==> run_1/metal_stack.png <==
Only two layers are drawn.
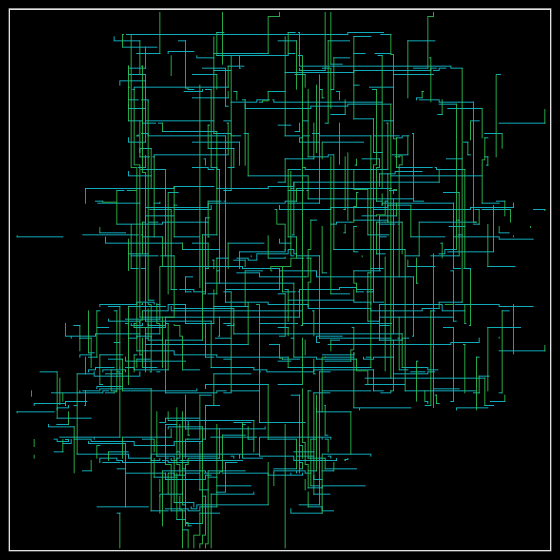
==> run_1/registers.png <==
Bar = 20 um. Other sequential cells in the stronger grey, the rest of the logic in the fainter grey.
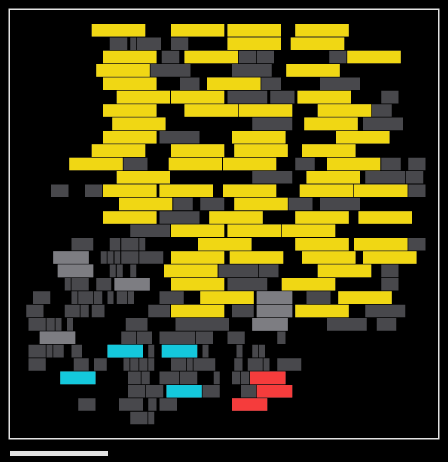
==> run_1/pins.png <==
Pins as bars across the die edge, other pins in grey.
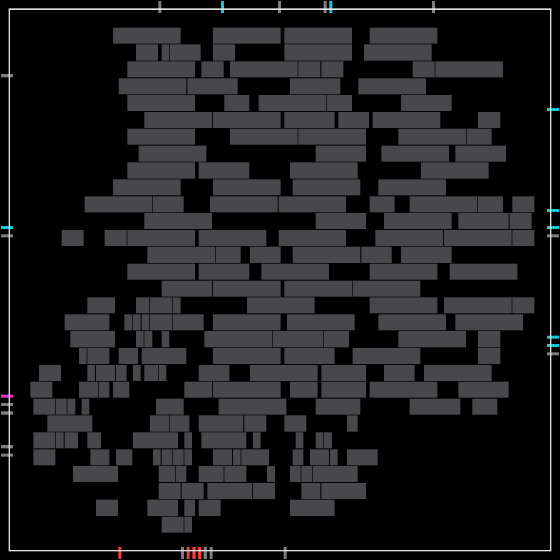
===== src/rtl/result_fifo_if.sv =====
// Write-side, drain-side and status signals of the result FIFO.
interface result_fifo_if #(
    parameter int unsigned WIDTH  = 8,
    parameter int unsigned ADDR_W = 3
) ();
    logic              wr_req;
    logic [WIDTH-1:0]  wr_data;
    logic              full;
    logic              almost_full;
    logic              overflow;
    logic              out_valid;
    logic              out_ready;
    logic [WIDTH-1:0]  out_data;
    logic [ADDR_W:0]   level;

    // Producer/consumer side: drives strobes, sees status and head word.
    modport master (
        output wr_req, wr_data, out_ready,
        input  full, almost_full, overflow, out_valid, out_data, level
    );

    // FIFO side.
    modport slave (
        input  wr_req, wr_data, out_ready,
        output full, almost_full, overflow, out_valid, out_data, level
    );
endinterface


===== src/rtl/result_fifo.sv =====
// Result FIFO: captures wrapper write pulses, drains first-word-fall-through
// through a valid/ready port; occupancy count, flush and sticky overflow.
module result_fifo #(
    parameter int unsigned WIDTH    = 8,
    parameter int unsigned DEPTH    = 8,
    parameter int unsigned ADDR_W   = 3,
    parameter int unsigned AF_LEVEL = 6
) (
    input  logic          clk,
    input  logic          rst,
    input  logic          clr,
    result_fifo_if.slave  bus
);
    localparam int unsigned CNT_W = ADDR_W + 1;
    localparam logic [CNT_W-1:0] CNT_FULL = CNT_W'(DEPTH);
    localparam logic [CNT_W-1:0] CNT_AF   = CNT_W'(AF_LEVEL);

    logic [WIDTH-1:0]  r_mem [DEPTH];
    logic [ADDR_W-1:0] r_wr_ptr;
    logic [ADDR_W-1:0] r_rd_ptr;
    logic [CNT_W-1:0]  r_count;
    logic              r_overflow;

    logic              w_full;
    logic              w_valid;
    logic              w_push;
    logic              w_pop;
    logic              w_mem_we;
    logic [CNT_W-1:0]  w_count_nxt;

    // Status flags derive from the registered count only.
    assign w_full   = (r_count == CNT_FULL);
    assign w_valid  = (r_count != '0);
    assign w_push   = bus.wr_req && !w_full;
    assign w_pop    = w_valid && bus.out_ready;
    assign w_mem_we = w_push && !rst && !clr;

    assign bus.full        = w_full;
    assign bus.almost_full = (r_count >= CNT_AF);
    assign bus.overflow    = r_overflow;
    assign bus.out_valid   = w_valid;
    assign bus.out_data    = r_mem[r_rd_ptr];
    assign bus.level       = r_count;

    // Next occupancy: push and pop together leave the count unchanged.
    always_comb begin
        w_count_nxt = r_count;
        if (w_push && !w_pop) begin
            w_count_nxt = r_count + CNT_W'(1);
        end else if (w_pop && !w_push) begin
            w_count_nxt = r_count - CNT_W'(1);
        end
    end

    // Storage array; contents are intentionally not reset.
    always_ff @(posedge clk) begin
        if (w_mem_we) begin
            r_mem[r_wr_ptr] <= bus.wr_data;
        end
    end

    // Pointers, count and sticky overflow; rst dominates clr, clr dominates traffic.
    always_ff @(posedge clk) begin
        if (rst || clr) begin
            r_wr_ptr   <= '0;
            r_rd_ptr   <= '0;
            r_count    <= '0;
            r_overflow <= 1'b0;
        end else begin
            if (w_push) begin
                r_wr_ptr <= r_wr_ptr + ADDR_W'(1);
            end
            if (w_pop) begin
                r_rd_ptr <= r_rd_ptr + ADDR_W'(1);
            end
            if (bus.wr_req && w_full) begin
                r_overflow <= 1'b1;
            end
            r_count <= w_count_nxt;
        end
    end
endmodule


===== src/flat_wrapper.sv =====
// flat-port wrapper written by rule: the top's interface ports become plain ports
module result_fifo_flat 
#(
    parameter int unsigned WIDTH    = 8,
    parameter int unsigned DEPTH    = 8,
    parameter int unsigned ADDR_W   = 3,
    parameter int unsigned AF_LEVEL = 6
)
  (clk, rst, clr, bus_wr_req, bus_wr_data, bus_out_ready, bus_full, bus_almost_full, bus_overflow, bus_out_valid, bus_out_data, bus_level);
  result_fifo_if #(.WIDTH(WIDTH), .ADDR_W(ADDR_W)) bus_i ();
  input  logic clk;
  input  logic rst;
  input  logic clr;
  input wire logic [$bits(bus_i.wr_req)-1:0] bus_wr_req;
  input wire logic [$bits(bus_i.wr_data)-1:0] bus_wr_data;
  input wire logic [$bits(bus_i.out_ready)-1:0] bus_out_ready;
  output wire logic [$bits(bus_i.full)-1:0] bus_full;
  output wire logic [$bits(bus_i.almost_full)-1:0] bus_almost_full;
  output wire logic [$bits(bus_i.overflow)-1:0] bus_overflow;
  output wire logic [$bits(bus_i.out_valid)-1:0] bus_out_valid;
  output wire logic [$bits(bus_i.out_data)-1:0] bus_out_data;
  output wire logic [$bits(bus_i.level)-1:0] bus_level;
  assign bus_i.wr_req = bus_wr_req;
  assign bus_i.wr_data = bus_wr_data;
  assign bus_i.out_ready = bus_out_ready;
  assign bus_full = bus_i.full;
  assign bus_almost_full = bus_i.almost_full;
  assign bus_overflow = bus_i.overflow;
  assign bus_out_valid = bus_i.out_valid;
  assign bus_out_data = bus_i.out_data;
  assign bus_level = bus_i.level;
  result_fifo #(.WIDTH(WIDTH), .DEPTH(DEPTH), .ADDR_W(ADDR_W), .AF_LEVEL(AF_LEVEL)) u_core (.clk(clk), .rst(rst), .clr(clr), .bus(bus_i));
endmodule

===== config.mk =====
export PLATFORM = sky130hd
export DESIGN_NAME = result_fifo_flat
export DESIGN_NICKNAME = d
export VERILOG_FILES = /design/src/rtl/result_fifo_if.sv /design/src/rtl/result_fifo.sv /design/src/flat_wrapper.sv
export SDC_FILE = /design/constraint.sdc
export NUM_CORES = 1
export LEC_CHECK = 0
export CORE_MARGIN = 2
export CORE_UTILIZATION = 45
export DETAILED_ROUTE_END_ITERATION = 10
export GPL_TIMING_DRIVEN = 0
export PLACE_DENSITY = 0.69
export REMOVE_ABC_BUFFERS = 1
export SYNTH_ARGS = -nofsm -noshare
export SYNTH_HDL_FRONTEND = slang
export SYNTH_SLANG_ARGS = --single-unit

===== constraint.sdc =====
create_clock -name clk -period 5.3 [get_ports clk]
set_input_delay 1.06 -clock clk [delete_from_list [all_inputs] [get_ports clk]]
set_output_delay 1.06 -clock clk [all_outputs]
set_load 0.05 [all_outputs]

==> results.yml, run 1 <==
# synthesis and place-and-route metrics
status:
  status: "finished clean"
place:
  post_dp_cell_area_sq_um: 3447
worst_setup_path:
  r2r-end: "u_core.bus.level[3]"
  start_kind: "flip-flop"
  r2r_slack_ps: 2710
  critPathRequiredTime_ps: 4240
  end_kind: "output port"
grt:
  grt_util_met3_pct: 3.981
  use_met2_pct: 23.46
clocking:
  cts_tree: "yes"
  clock_sinks: 78
  post_cts_buffers: 0
  clk_latency_ps: 340
pwr:
  max-vdd-ir-drop_mv: 0.1347
  power.share.combinational_pct: 15.5
  switching_share_pct: 24.83
  p_int_mw: 0.9645
routing:
  drt_iter0_drc: 86
  routed_wl_um: 5215
  drcViolationCount: 0
  m1WireLength_um: 2375
die:
  die_x_um: 87.09
  core_sq_um: 6719
  die_h_um: 87.09
  io_pins: 29
final_timing:
  setup_tns_ps: 0
  final.setup.worst_slack_ps: 1265
  drv_slew: 0
layout:
  areaGrowthSynthToFinish_pct: 16.31
  final_cell_mix: "edfxtp_1, clkdlybuf4s50_1, nor2_1"
  largest-register: "u_core.r_mem"
  fin_nets: 222
synth:
  synth_flops: 78
  synthMuxAreaShare_pct: 15.14
  top_area_cell: "edfxtp_1"
  synth-xor-area-share_pct: 1.692
  edf_count: 64
  netlist-cell-type-count: 31
worst_hold_path:
  hold_depth: 2
## Picture notes: metal_stack.png
Green shows met2, wire length 2590 um. Cyan shows met1, wire length 2380 um.

## Picture notes: registers.png
Yellow shows u_core.r_mem, placed flops 64. Red shows u_core.r_rd_ptr, placed flops 3. Cyan shows u_core.bus.level, placed flops 4.
Another 7 sequential cells are not coloured.

## Picture notes: pins.png
Cyan shows bus_out_data, pins 8, direction output, edge 5 east, 2 north, 1 west. Magenta shows bus_wr_req, pins 1, direction input, edge west. Red shows bus_level, pins 4, direction output, edge south.
All pins by edge: 8 south, 8 west, 7 east, 6 north.

-- run 1: cell type report --
| type | count | area share (%) |
|---|---|---|
| timing repair buffer | 28 | 7.756 |
| inverter | 2 | 0.2078 |
| clock inverter | 3 | 1.073 |
| multi-input combinational | 84 | 23.72 |
| sequential | 78 | 60.94 |
| clock buffer | 10 | 3.532 |
| tap | 80 | 2.770 |
-- run 1: worst reg2reg max path: stages (launching register included) --
cell,delay [ps]
dfxtp_1,380
or4b_4,580
and2_4,200
ha_1,200
inv_1,130
ha_1,290
a21oi_1,230
nand3_1,140
a211oi_1,260
a31o_2,130
-- run 1: cell usage after synthesis, drive strengths merged, types with 3 or more instances --
cell    instances
edfxtp         64
nor2           19
mux4           16
dfxtp          14
mux2            8
nand3           6
buf             5
ha              5
a21oi           4
xor2            4
clkbuf          3
nand2           3
==> run_1/final_clocks.png <==
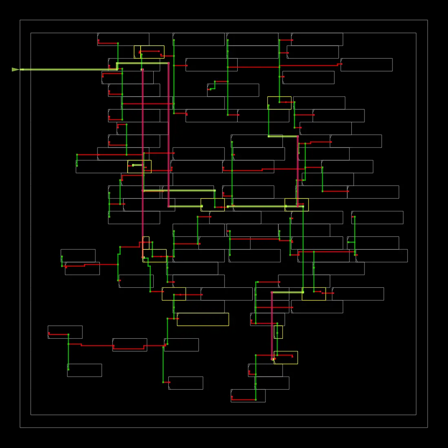

==> run 1 -> run 2 <==
- PLACE_DENSITY: 0.69 -> 0.72
- clock period: 5.3 -> 3.5 ns (I/O delays scaled with it)
==> run_2/final_clocks.png <==
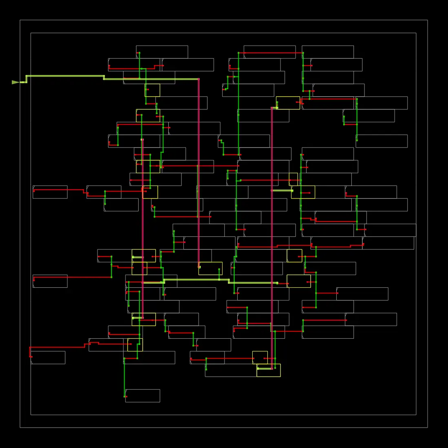
clk_buf instances: 9
clk sink count: 78
P_clk: 0.607 mW
clk_lat worst skew: 340 ps

==> run 2 against run 1 <==
Against the previous run:
- total power up 52%
- clock power is 54% higher
- synthesized cell count did not move
- critical path type unchanged
==> results.yml, run 2 <==
# synthesis and place-and-route metrics
worst_setup_path:
  r2r_slack_ps: 980
  worstRegToRegCells: 9
  crit_path_end: "bus_out_data[1]"
  r2r-end: "u_core.bus.level[3]"
  end_kind: "output port"
  critPathRequiredTime_ps: 2800
layout:
  final_cell_mix: "edfxtp_1, clkdlybuf4s50_1, nor2_1"
  fin_nets: 224
  largest-register: "u_core.r_mem"
  areaGrowthSynthToFinish_pct: 17.00
pwr:
  switching_share_pct: 27.50
  power.share.combinational_pct: 15.2
  max-vdd-ir-drop_mv: 0.3103
place:
  post_dp_cell_area_sq_um: 3437
die:
  die_x_um: 87.09
  core_sq_um: 6719
  io_pins: 29
  die_h_um: 87.09
routing:
  m1WireLength_um: 2333
  drt_iter0_drc: 145
  routed_wl_um: 5212
  drcViolationCount: 0
synth:
  top_area_cell: "edfxtp_1"
  synth-xor-area-share_pct: 1.692
  synth_flops: 78
  ys_cells: 172
  synthMuxAreaShare_pct: 15.14
  synth.most_common_cell: "edfxtp_1"
  netlist-cell-type-count: 31
  ys_chip_area_sq_um: 3107
  fa_ha_area_share_pct: 2.658
  top_cells_by_count: "edfxtp_1, nor2_1, mux4_2, dfxtp_1, mux2_2"
status:
  status: "finished clean"
clocking:
  cts_tree: "yes"
grt:
  use_met2_pct: 24.36
  grtUsageTotal_pct: 15.31
final_timing:
  drv_slew: 0
  setup_tns_ps: 0
  final.setup.worst_slack_ps: 162.1
worst_hold_path:
  hold_depth: 2
## run 2: cell counts after synthesis
No cell type changed its count.
## run 2: layout make-up
class	count	area share (%)
clock buffer	9	3.408
clock inverter	7	1.583
timing repair buffer	30	8.124
tap	80	2.754
inverter	2	0.2065
sequential	78	60.62
multi-input combinational	84	23.30
## run 2: tightest hold or removal path: cells and delay by family, from the launching register on
kind	cells	cell delay (ps)
DFF	1	340
and+or+nand+nor	1	70
AOI/OAI and AO/OA	1	40
## run 2: power by group through the flow
stage	logic, mW	clock network (mW)	registers, mW
2_1_floorplan	0.185	0	1.09
3_3_place_gp	0.293	0	1.07
3_5_place_dp	0.296	0	1.07
4_1_cts	0.297	0.619	1.05
5_1_grt	0.318	0.660	1.05
6_report	0.296	0.607	1.04
==> run_2/pins.png <==
Pins as bars across the die edge, other pins in grey.
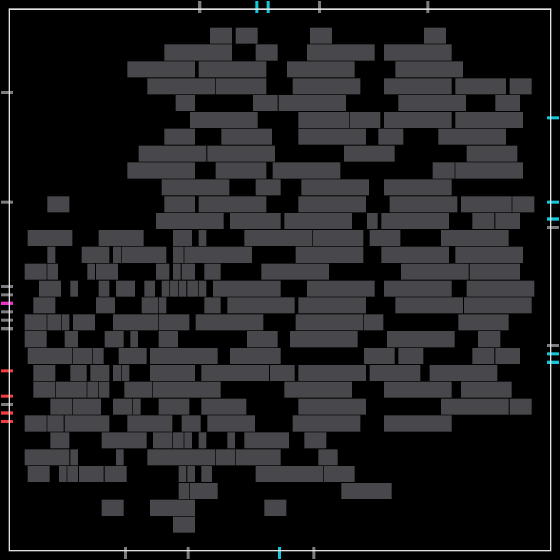

==> run 2 -> run 3 <==
- HOLD_SLACK_MARGIN: unset -> 0.15
- PLACE_DENSITY: 0.72 -> 0.69
- clock period: 3.5 -> 3.8 ns (I/O delays scaled with it)
==> run_3/pins.png <==
Pins as bars across the die edge, other pins in grey.
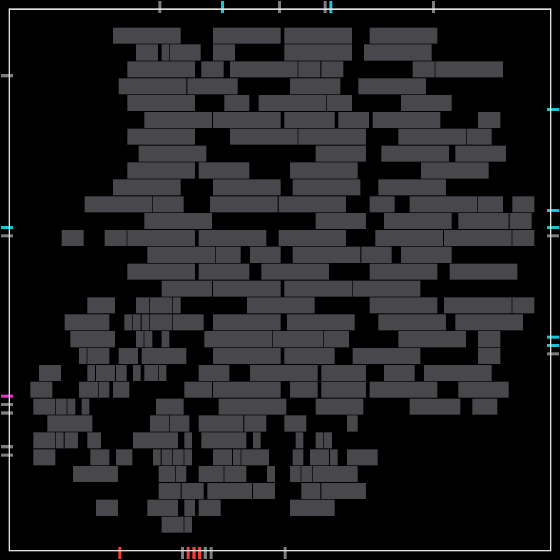
Cyan shows bus_out_data, pins 8, direction output, edge 5 east, 2 north, 1 west. Magenta shows bus_wr_req, pins 1, direction input, edge west. Red shows bus_level, pins 4, direction output, edge south.
All pins by edge: 8 south, 8 west, 7 east, 6 north.

==> run 3 against run 2 <==
Against the previous run:
- global-route usage decreased by 0.53 points
- synthesized area unchanged
- clock-buffer cell count increased by 1
- clock skew decreased by 0.95 ps
- worst hold slack improved by 0.74 ps
- final cell count decreased by 1.7%
- worst setup slack improved by 270 ps
- largest power group unchanged
==> results.yml, run 3 <==
# synthesis and place-and-route metrics
pwr:
  comb_power_mw: 0.276
  seq_cell_power_mw: 0.963
  leakage_nw: 1.174
  max-vdd-ir-drop_mv: 0.1879
  pg_clk_mw: 0.551
  power.share.combinational_pct: 15.4
worst_hold_path:
  hold_depth: 2
synth:
  top_area_cell: "edfxtp_1"
  logic_family: "multiplexers"
  synth-xor-area-share_pct: 1.692
  synthMuxAreaShare_pct: 15.14
  fa_ha_area_share_pct: 2.658
  ys_chip_area_sq_um: 3107
  netlist-cell-type-count: 31
final_timing:
  final.setup.worst_slack_ps: 429.3
layout:
  areaGrowthSynthToFinish_pct: 16.35
  final_cell_mix: "edfxtp_1, clkdlybuf4s50_1, nor2_1"
  layout_top_cell: "edfxtp_1"
  largest-register: "u_core.r_mem"
routing:
  drcViolationCount: 0
  drt_iter0_drc: 86
  m1WireLength_um: 2375
  routed_wl_um: 5215
worst_setup_path:
  worstRegToRegCells: 9
  critPathRequiredTime_ps: 3040
  r2r-end: "u_core.bus.level[3]"
  end_kind: "output port"
die:
  die_x_um: 87.09
  die_h_um: 87.09
  core_sq_um: 6719
  io_pins: 29
grt:
  antenna_found_initial: 0
  grtUsageTotal_pct: 14.78
  grt_pass1_vias: 1517
  use_met2_pct: 23.46
clocking:
  clk_latency_ps: 340
  cts_tree: "yes"
place:
  post_dp_cell_area_sq_um: 3447
status:
  status: "finished clean"
-- run 3: how the worst max path moves through the flow --
stage | startpoint | end | depth (start not counted)
detailed placement | flip-flop | bus_out_data[2] | 3
floorplan | u_core.bus.level[0] | u_core.bus.level[3] | 9
global route | flip-flop | bus_out_data[2] | 3
global placement | flip-flop | bus_out_data[1] | 3
finish | flip-flop | bus_out_data[2] | 3
CTS | flip-flop | bus_out_data[2] | 3
-- run 3: cell type report --
type                    instances  area (sq um)  area share (%)
inverters                       2         7.507          0.2077
clock buffers                  10         127.6           3.531
repair buffers                 28         280.3           7.754
multi-input cells              84         857.1           23.71
flip-flops and latches         78          2203           60.96
well taps                      80         100.1           2.769
clock inverters                 3         38.79           1.073
Power and IR drop assume default switching activity.
